==> src/rtl/pulse_meas.sv <==
// ---------------------------------------------------------------------------
// pulse_meas -- measures the width of high pulses on PIN, in CLK cycles.
//
// A pulse is counted from its first sampled-high cycle. When it ends it is
// classified as one of three outcomes:
//   accepted : MIN..MAX cycles, reported on WIDTH with a one-cycle VALID,
//   runt     : fewer than MIN cycles, dropped with a one-cycle RUNT,
//   overflow : more than MAX cycles, WIDTH is set to MAX with a one-cycle OVF.
//
// Parameters
//   MAX  longest accepted width (8 bit, default 8'hFF)
//   MIN  shortest accepted width (8 bit, default 1; 0 behaves as 1)
//
// Ports
//   CLK     in   rising-edge clock
//   R       in   asynchronous active-low reset
//   EN      in   measurement enable; dropping it aborts a pulse silently
//   PIN     in   pulse input (high-active)
//   WIDTH   out  last accepted or overflowed width (8 bit)
//   VALID   out  one-cycle strobe, WIDTH holds a new accepted width
//   RUNT    out  one-cycle strobe, a too-short pulse was discarded
//   OVF     out  one-cycle strobe, a pulse exceeded MAX
//   BUSY    out  high while a pulse is being measured or waited out
//   PCOUNT  out  number of VALID strobes, wraps modulo 256
//
// Build option
//   PULSE_MEAS_SYNC_EN  when defined, PIN passes a 2-flop synchronizer
//                       before the sampling flop (PIN may then be
//                       asynchronous); strobes arrive 2 cycles later and
//                       widths are unchanged. When undefined, PIN must be
//                       synchronous to CLK and is registered once.
// ---------------------------------------------------------------------------
module pulse_meas #(
    parameter logic [7:0] MAX = 8'hFF,
    parameter logic [7:0] MIN = 8'd1
) (
    input  logic       CLK,
    input  logic       R,
    input  logic       EN,
    input  logic       PIN,
    output logic [7:0] WIDTH,
    output logic       VALID,
    output logic       RUNT,
    output logic       OVF,
    output logic       BUSY,
    output logic [7:0] PCOUNT
);

    // A zero minimum would be meaningless: every measured pulse has at
    // least one sampled-high cycle.
    localparam logic [7:0] MIN_EFF = (MIN == 8'd0) ? 8'd1 : MIN;

    typedef enum logic [1:0] {
        ST_IDLE     = 2'd0,
        ST_HIGH     = 2'd1,
        ST_WAIT_LOW = 2'd2
    } state_t;

    // -----------------------------------------------------------------------
    // Input sampling: every decision below looks only at s_q.
    // -----------------------------------------------------------------------
    logic s_q;

`ifdef PULSE_MEAS_SYNC_EN
    logic [1:0] sync_q;

    always_ff @(posedge CLK or negedge R) begin
        if (!R) begin
            sync_q <= 2'b00;
            s_q    <= 1'b0;
        end else begin
            sync_q <= {sync_q[0], PIN};
            s_q    <= sync_q[1];
        end
    end
`else
    always_ff @(posedge CLK or negedge R) begin
        if (!R) begin
            s_q <= 1'b0;
        end else begin
            s_q <= PIN;
        end
    end
`endif

    // -----------------------------------------------------------------------
    // Measurement FSM
    // -----------------------------------------------------------------------
    state_t     state_q, state_d;
    logic [7:0] cnt_q, cnt_d;
    logic [7:0] width_q, width_d;
    logic [7:0] pcount_q, pcount_d;
    logic       valid_q, valid_d;
    logic       runt_q, runt_d;
    logic       ovf_q, ovf_d;

    always_ff @(posedge CLK or negedge R) begin
        if (!R) begin
            state_q  <= ST_IDLE;
            cnt_q    <= 8'h00;
            width_q  <= 8'h00;
            pcount_q <= 8'h00;
            valid_q  <= 1'b0;
            runt_q   <= 1'b0;
            ovf_q    <= 1'b0;
        end else begin
            state_q  <= state_d;
            cnt_q    <= cnt_d;
            width_q  <= width_d;
            pcount_q <= pcount_d;
            valid_q  <= valid_d;
            runt_q   <= runt_d;
            ovf_q    <= ovf_d;
        end
    end

    always_comb begin
        state_d  = state_q;
        cnt_d    = cnt_q;
        width_d  = width_q;
        pcount_d = pcount_q;
        valid_d  = 1'b0;
        runt_d   = 1'b0;
        ovf_d    = 1'b0;

        case (state_q)
            ST_IDLE: begin
                // The sample that triggers the start is the pulse's first
                // high cycle, hence the count starts at 1.
                if (EN && s_q) begin
                    cnt_d   = 8'd1;
                    state_d = ST_HIGH;
                end
            end

            ST_HIGH: begin
                if (!EN) begin
                    // Aborted measurement: no strobe, results untouched.
                    state_d = ST_IDLE;
                end else if (s_q) begin
                    if (cnt_q < MAX) begin
                        cnt_d = cnt_q + 8'd1;
                    end else begin
                        // This is high sample MAX+1: the pulse is too long.
                        width_d = MAX;
                        ovf_d   = 1'b1;
                        state_d = ST_WAIT_LOW;
                    end
                end else if (cnt_q >= MIN_EFF) begin
                    width_d  = cnt_q;
                    valid_d  = 1'b1;
                    pcount_d = pcount_q + 8'd1;
                    state_d  = ST_IDLE;
                end else begin
                    runt_d  = 1'b1;
                    state_d = ST_IDLE;
                end
            end

            ST_WAIT_LOW: begin
                // Remainder of an overflowed pulse is ignored silently.
                if (!EN || !s_q) begin
                    state_d = ST_IDLE;
                end
            end

            default: begin
                state_d = ST_IDLE;
            end
        endcase
    end

    assign WIDTH  = width_q;
    assign PCOUNT = pcount_q;
    assign VALID  = valid_q;
    assign RUNT   = runt_q;
    assign OVF    = ovf_q;
    assign BUSY   = (state_q != ST_IDLE);

endmodule

==> config.mk <==
export PLATFORM = sky130hd
export DESIGN_NAME = pulse_meas
export DESIGN_NICKNAME = d
export VERILOG_FILES = /design/src/rtl/pulse_meas.sv
export SDC_FILE = /design/constraint.sdc
export NUM_CORES = 1
export LEC_CHECK = 0
export ABC_AREA = 1
export CORE_ASPECT_RATIO = 0.5
export CORE_MARGIN = 2
export CORE_UTILIZATION = 54
export CTS_BUF_LIST = sky130_fd_sc_hd__clkbuf_8
export DETAILED_ROUTE_END_ITERATION = 16
export DONT_BUFFER_PORTS = 1
export PLACE_DENSITY = 0.8
export SLEW_MARGIN = 20
export SYNTH_ARGS = -nofsm -noshare
export SYNTH_HDL_FRONTEND = slang
export SYNTH_SLANG_ARGS = --single-unit
==> constraint.sdc <==
create_clock -name CLK -period 2.1 [get_ports CLK]
set_input_delay 0.42 -clock CLK [delete_from_list [all_inputs] [get_ports CLK]]
set_output_delay 0.42 -clock CLK [all_outputs]
set_load 0.01 [all_outputs]
==> run summary, run 1 <==
run results: status=complete, no violations, initial antenna violation count=0, Longest Clk Path Bufs=2, Mapped Area=1543 sq um, CP max stage cell=dfrtp_1, DP Area=1558 sq um, Min-Delay Path Class=in -> reg, CTS tree=yes, ys async rst share=1.000, number of global-route vias before repair=1,120, R2R depth=11, Post-Synth Adder-Cell Area=0.03244, share of the yosys chip area belonging to registers=0.4866, Power, Total=1.453 mW, buffers inserted by post-CTS timing repair=0, worst slew pin tran=~0.29 ns, Clk network pwr share=0.299, Fin. Hold Viols=0, most used cell, CP=nand2_1, Max Fclk=631.1 MHz, period utilisation layout=0.7546, Largest cells by area=dfrtp_1 (49%), nand2_1 (18%), nand3_1 (5.2%), flip-flops with a built-in enable=0, Worst Path Max Fanout=20, clk root buf=clkbuf_8, GRT overflow=0, R2R Path End=WIDTH[2], Non-Filler Instances=around 240, Pleak=0.8804 nW, FF-to-FF setup slack=0.52 ns, AO/OA Area Share=0.04380, Sw Share=0.3238, r2r startpoint=cnt_q[1], Yosys Chip Area=1543 sq um, Mapped Nets=204, Cell Pwr Density=872.0 nW/um^2, routability cong.=0.8971, Critical Path AT=roughly 1.8 ns, WS Path Type=reg -> reg, Die Size=approximately 3300 sq um, largest delay contributor family on the critical path=simple AND/OR/NAND/NOR gates, Seq pwr share=0.553, row count=13, yosys simple share=0.3171, # setup viols final=0, CP Buf/Inv Count=3, FP Util=0.5819
==> run 1: per-layer routing <==
layer | global-route usage | vias to the layer above | wire (um)
met4 | 0.07241 | 0 | 31
met1 | 0.2239 | 584 | 1292
met3 | 0.09348 | 6 | 189
met2 | 0.3193 | 27 | 1356
met5 | 0 | - | 0
li1 | - | 620 | -
==> run 1: area by class of cell <==
class,instances,area [sq um]
Tap cell,37,46.29
Clock inverter,2,10.01
Inverter,22,85.08
Fill cell,217,984.7
Multi-Input combinational cell,140,668.1
Sequential cell,30,750.7
Timing Repair Buffer,3,37.54
Clock buffer,5,68.82
==> run 1: state kept, by name, indices dropped and copies added, names as in the netlist <==
register  flops
PCOUNT        8
WIDTH         8
cnt_q         8
state_q       2
OVF           1
RUNT          1
VALID         1
s_q           1
==> run 1: cells by family (layout without fill, tap and decap cells) <==
group | Yosys count | in the layout
simple gates | 116 | 116
buf+inv | 26 | 32
compound gates | 13 | 13
xor+xnor | 7 | 7
fa+ha+maj | 4 | 4
flops | 30 | 30
==> run 1: per-stage QoR <==
step                setup slack (ns)  hold slack (ns)  utilization
finish                        0.5154           0.1602       0.6286
global route                  0.3843           0.1495       0.6286
CTS                           0.5037           0.1555       0.6286
detailed placement            0.5156           0.1250       0.5875
global placement              0.5342           0.1251       0.5875
floorplan                     0.7531           0.1244            -
==> run 1: power by group through the flow <==
stage,combinational (mW),sequential (mW),clock (mW)
6_report,0.216,0.803,0.434
5_1_grt,0.250,0.818,0.469
4_1_cts,0.219,0.806,0.443
3_5_place_dp,0.201,0.815,0
3_3_place_gp,0.192,0.811,0
2_1_floorplan,0.175,0.788,0
==> run 1: placed cells by master (no fill, tap or decap), types with 3 or more instances in the layout <==
master,synthesis,routed
nand2_1,76,76
dfrtp_1,30,30
inv_1,19,19
nand3_1,16,16
nor2_1,15,15
o21ai_0,8,8
xor2_1,5,5
clkbuf_8,0,5
o21ai_1,4,4
ha_1,4,4
nand4_1,3,3
==> run 1: worst max path at each step <==
stage,from,end,slack [ns],cells past startpoint
3_3_place_gp,cnt_q[1],WIDTH[3],0.53,11
5_1_grt,cnt_q[0],WIDTH[3],0.38,10
6_report,cnt_q[1],WIDTH[2],0.52,11
4_1_cts,cnt_q[1],WIDTH[3],0.50,11
3_5_place_dp,cnt_q[1],WIDTH[3],0.52,11
2_1_floorplan,cnt_q[1],WIDTH[0],0.75,11
==> run 1: repair_timing <==
item,in CTS,in global routing
resized,0,0
hold endpoints to repair,30,0
hold buffers,2,0
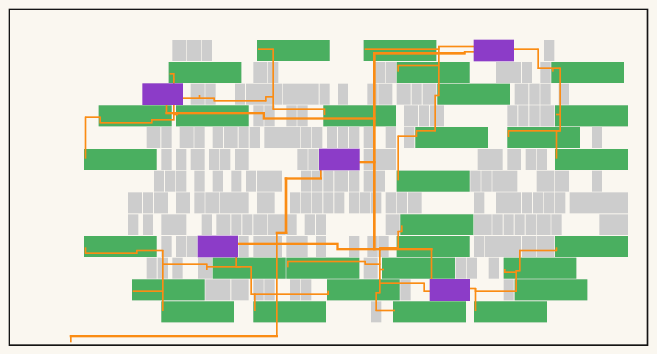
**Above:** run 1 (clock distribution).
Drawn at 8 px/um.
legend:
  flip-flops:
    color: green
    count: 30
  clock-net drivers:
    color: purple
    count: 5
  clock wires:
    color: orange
    length: 404 um
flops lie: all over the die
Late-Pin Clk Latency: 0.29 ns
Setup Skew: 0.002918 ns

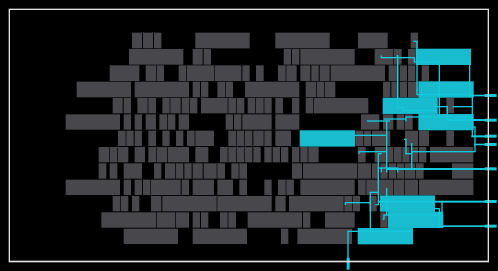
**Above:** run 1 (nets reached from selected ports).
Drawn at 6 px/um.
legend:
  PCOUNT:
    color: cyan
    bits: 8
    direction: output
    edge: 7 east, 1 south
    end_cells: 8
    buffers: 0
    wire: 253 um
io pins: 24
PortBufs: 0

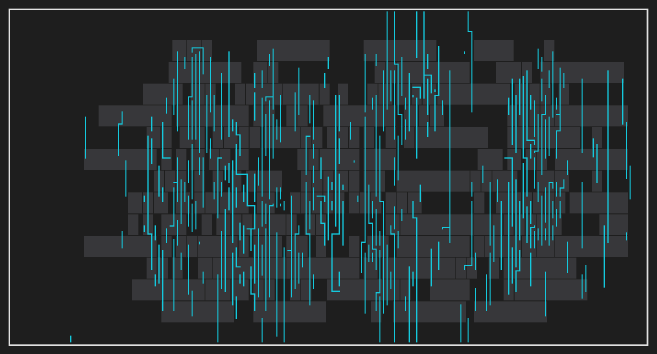
**Above:** run 1 (M2 wires).
Drawn at 8 px/um.
wire length on this layer: 1,360 um
longest straight run: 21.4 um
main direction: vertical
vias after detailed routing: 1,237
routing usage on met2: 0.3193
drt total wl: 2869 um

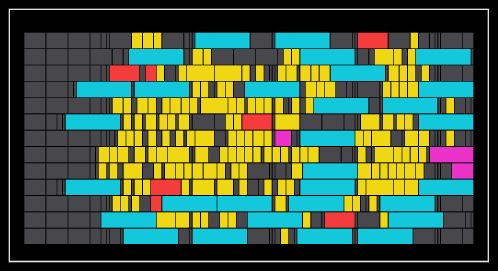
**Above:** run 1 (cell classes on the final placement).
Drawn at 6 px/um. Fill, decap, tap and diode cells in gray.
legend:
  remaining buffers and delay cells:
    color: magenta
    cells: 3
    share_of_their_area: 2.3%
  sequential cells:
    color: cyan
    cells: 30
    share_of_their_area: 46%
  clock drivers and dummy loads:
    color: red
    cells: 7
    share_of_their_area: 4.9%
  remaining logic cells:
    color: yellow
    cells: 162
    share_of_their_area: 46%
cell area after layout: 1667 sq um
Util after Layout: 0.6286
sequential share of cell area: 0.4505
core area: 2651 sq um

==> run 1 -> run 2 <==
Clock period 2.1 ns to 1.5 ns, I/O delays scaled along.
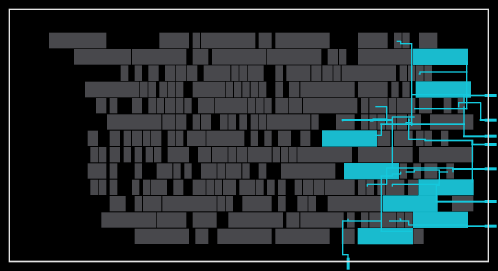
**Above:** run 2 (nets reached from selected ports).
Drawn at 6 px/um.
legend:
  PCOUNT:
    color: cyan
    bits: 8
    direction: output
    edge: 7 east, 1 south
    end_cells: 8
    buffers: 0
    wire: 245 um

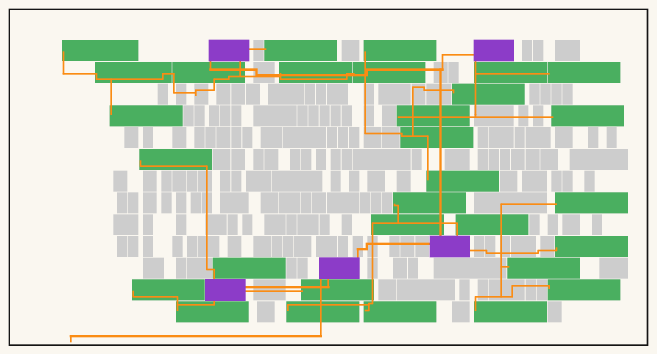
**Above:** run 2 (clock distribution).
Drawn at 8 px/um.
legend:
  flip-flops:
    color: green
    count: 30
  clock-net drivers:
    color: purple
    count: 5
  clock wires:
    color: orange
    length: 405 um
routed clock nets: 6
Clk network pwr share: 0.312
Setup Skew: 0.006818 ns
Clk power: 0.686 mW

==> run summary, run 2 <==
run results: # setup viols final=0 (unchanged), share of the yosys chip area belonging to registers=0.4866 (unchanged), ys async rst share=1.000 (unchanged), initial antenna violation count=0 (unchanged), clk root buf=clkbuf_8 (unchanged), FF-to-FF setup slack=0.02 ns (was 0.52 ns), drt total wl=3627 um (was 2869 um), Fin. Hold Viols=0 (unchanged), flip-flops with a built-in enable=0 (unchanged), Longest Clk Path Bufs=2 (unchanged), Yosys Chip Area=1543 sq um (unchanged), Worst Path Max Fanout=10 (was 20), row count=13 (unchanged), most common logic cell in the routed design=nand2_1 (unchanged), FP Util=0.5819 (unchanged), worst slew pin tran=0.3439 ns (was 0.2904 ns), PortBufs=0 (unchanged), CTS tree=yes (unchanged), Critical Path AT=1.65 ns (was 1.76 ns), core area=2651 sq um (unchanged), Sw Share=0.3312 (was 0.3238), Min-Delay Path Class=in -> reg (unchanged), Mapped Area=1543 sq um (unchanged), Max Fclk=674.9 MHz (was 631.1 MHz), Pleak=0.9706 nW (was 0.8804 nW), WS Path Type=reg -> reg (unchanged), largest delay contributor family on the critical path=flip-flops (was simple AND/OR/NAND/NOR gates), most common logic cells in the final layout=nand2_1 (67), dfrtp_1 (28), nand3_1 (16) (was nand2_1 (76), dfrtp_1 (30), inv_1 (19)), Mapped Nets=204 (unchanged), Largest cells by area=dfrtp_1 (49%), nand2_1 (18%), nand3_1 (5.2%) (unchanged), CP max stage cell=dfrtp_1 (unchanged), status=complete, no violations (unchanged), Util after Layout=0.7112 (was 0.6286), period utilisation layout=0.9878 (was 0.7546)
## run 2: netlist changes by cell type in the layout (fill, tap and decap cells not counted), moves of 4 or more
cell,change
inv_2,+4
nand2_1,-9
nand2_2,+7
buf_4,+7
inv_1,-4
## run 2: worst reg2reg max path, delay by kind of cell (launching register included)
family	cells	cell delay, ns
buffers and inverters	3	0.30
and+or+nand+nor	5	0.38
adders and majority gates	1	0.17
AOI/OAI and AO/OA	1	0.14
DFF	1	0.41
## run 2: what timing repair did
item                       CTS  global route
cloned                       0             3
pin swaps                    0             4
setup endpoints to repair    4            21
buffers inserted             0             2
hold endpoints to repair    30             0
gates resized                2            24
hold buffers                 2             0
## run 2: layout make-up
cell class              count  area (sq um)
inverters                  22         85.08
repair buffers             13         160.2
clock inverters             2         12.51
clock buffers               6         82.58
fillers                   192         765.7
multi-input cells         141         745.7
well taps                  37         46.29
flip-flops and latches     30         753.2
## run 2: path summary, 6_finish.rpt
check / from / endpoint / cells after the start
max: cnt_q[1] / PCOUNT[5] / 10
min in group asynchronous: R / VALID / 2
min reg2reg: state_q[0] / state_q[1] / 1
min: PIN / s_q / 0
max in group asynchronous: R / cnt_q[0] / 2
max reg2reg: cnt_q[1] / PCOUNT[5] / 10
## run 2: metrics by stage
step                      cell area (sq um)  instances  setup WS, ns  hold slack [ns]  setup TNS (ns)
final                                  1886        251       0.01834          0.04249               0
after global routing                   1886        251      -0.06388          0.02732         -0.5491
after CTS                              1748        246       0.01823          0.03390               0
after detailed placement               1615        236     -0.009919         0.005026        -0.01800
after global placement                 1615        236       0.03426         0.005052               0
after floorplan                        1543        196        0.1531         0.004409               0
## run 2: cell families (layout without fill, tap and decap cells)
family,count (synthesis),after routing,share of synthesized area
AND/OR/NAND/NOR,116,117,0.3171
flip-flops,30,30,0.4866
buffers and inverters,26,43,0.08029
AND-OR/OR-AND,13,13,0.04380
XOR/XNOR,7,7,0.03974
adder cells (fa/ha/maj),4,4,0.03244
## run 2: power groups by stage
stage	combinational, mW	sequential (mW)	clock [mW]
2_1_floorplan	0.245	1.10	0
3_3_place_gp	0.285	1.14	0
3_5_place_dp	0.302	1.14	0
4_1_cts	0.330	1.12	0.695
5_1_grt	0.431	1.15	0.738
6_report	0.385	1.13	0.686
## run 2: routing by layer
metal | up-vias | part of all wire | GRT usage
met4 | 0 | 0.0058 | 0.05862
li1 | 642 | - | -
met3 | 2 | 0.060 | 0.08913
met2 | 44 | 0.51 | 0.3681
met1 | 627 | 0.42 | 0.2637
met5 | - | 0 | 0
Power is estimated from default activity; no workload was simulated.
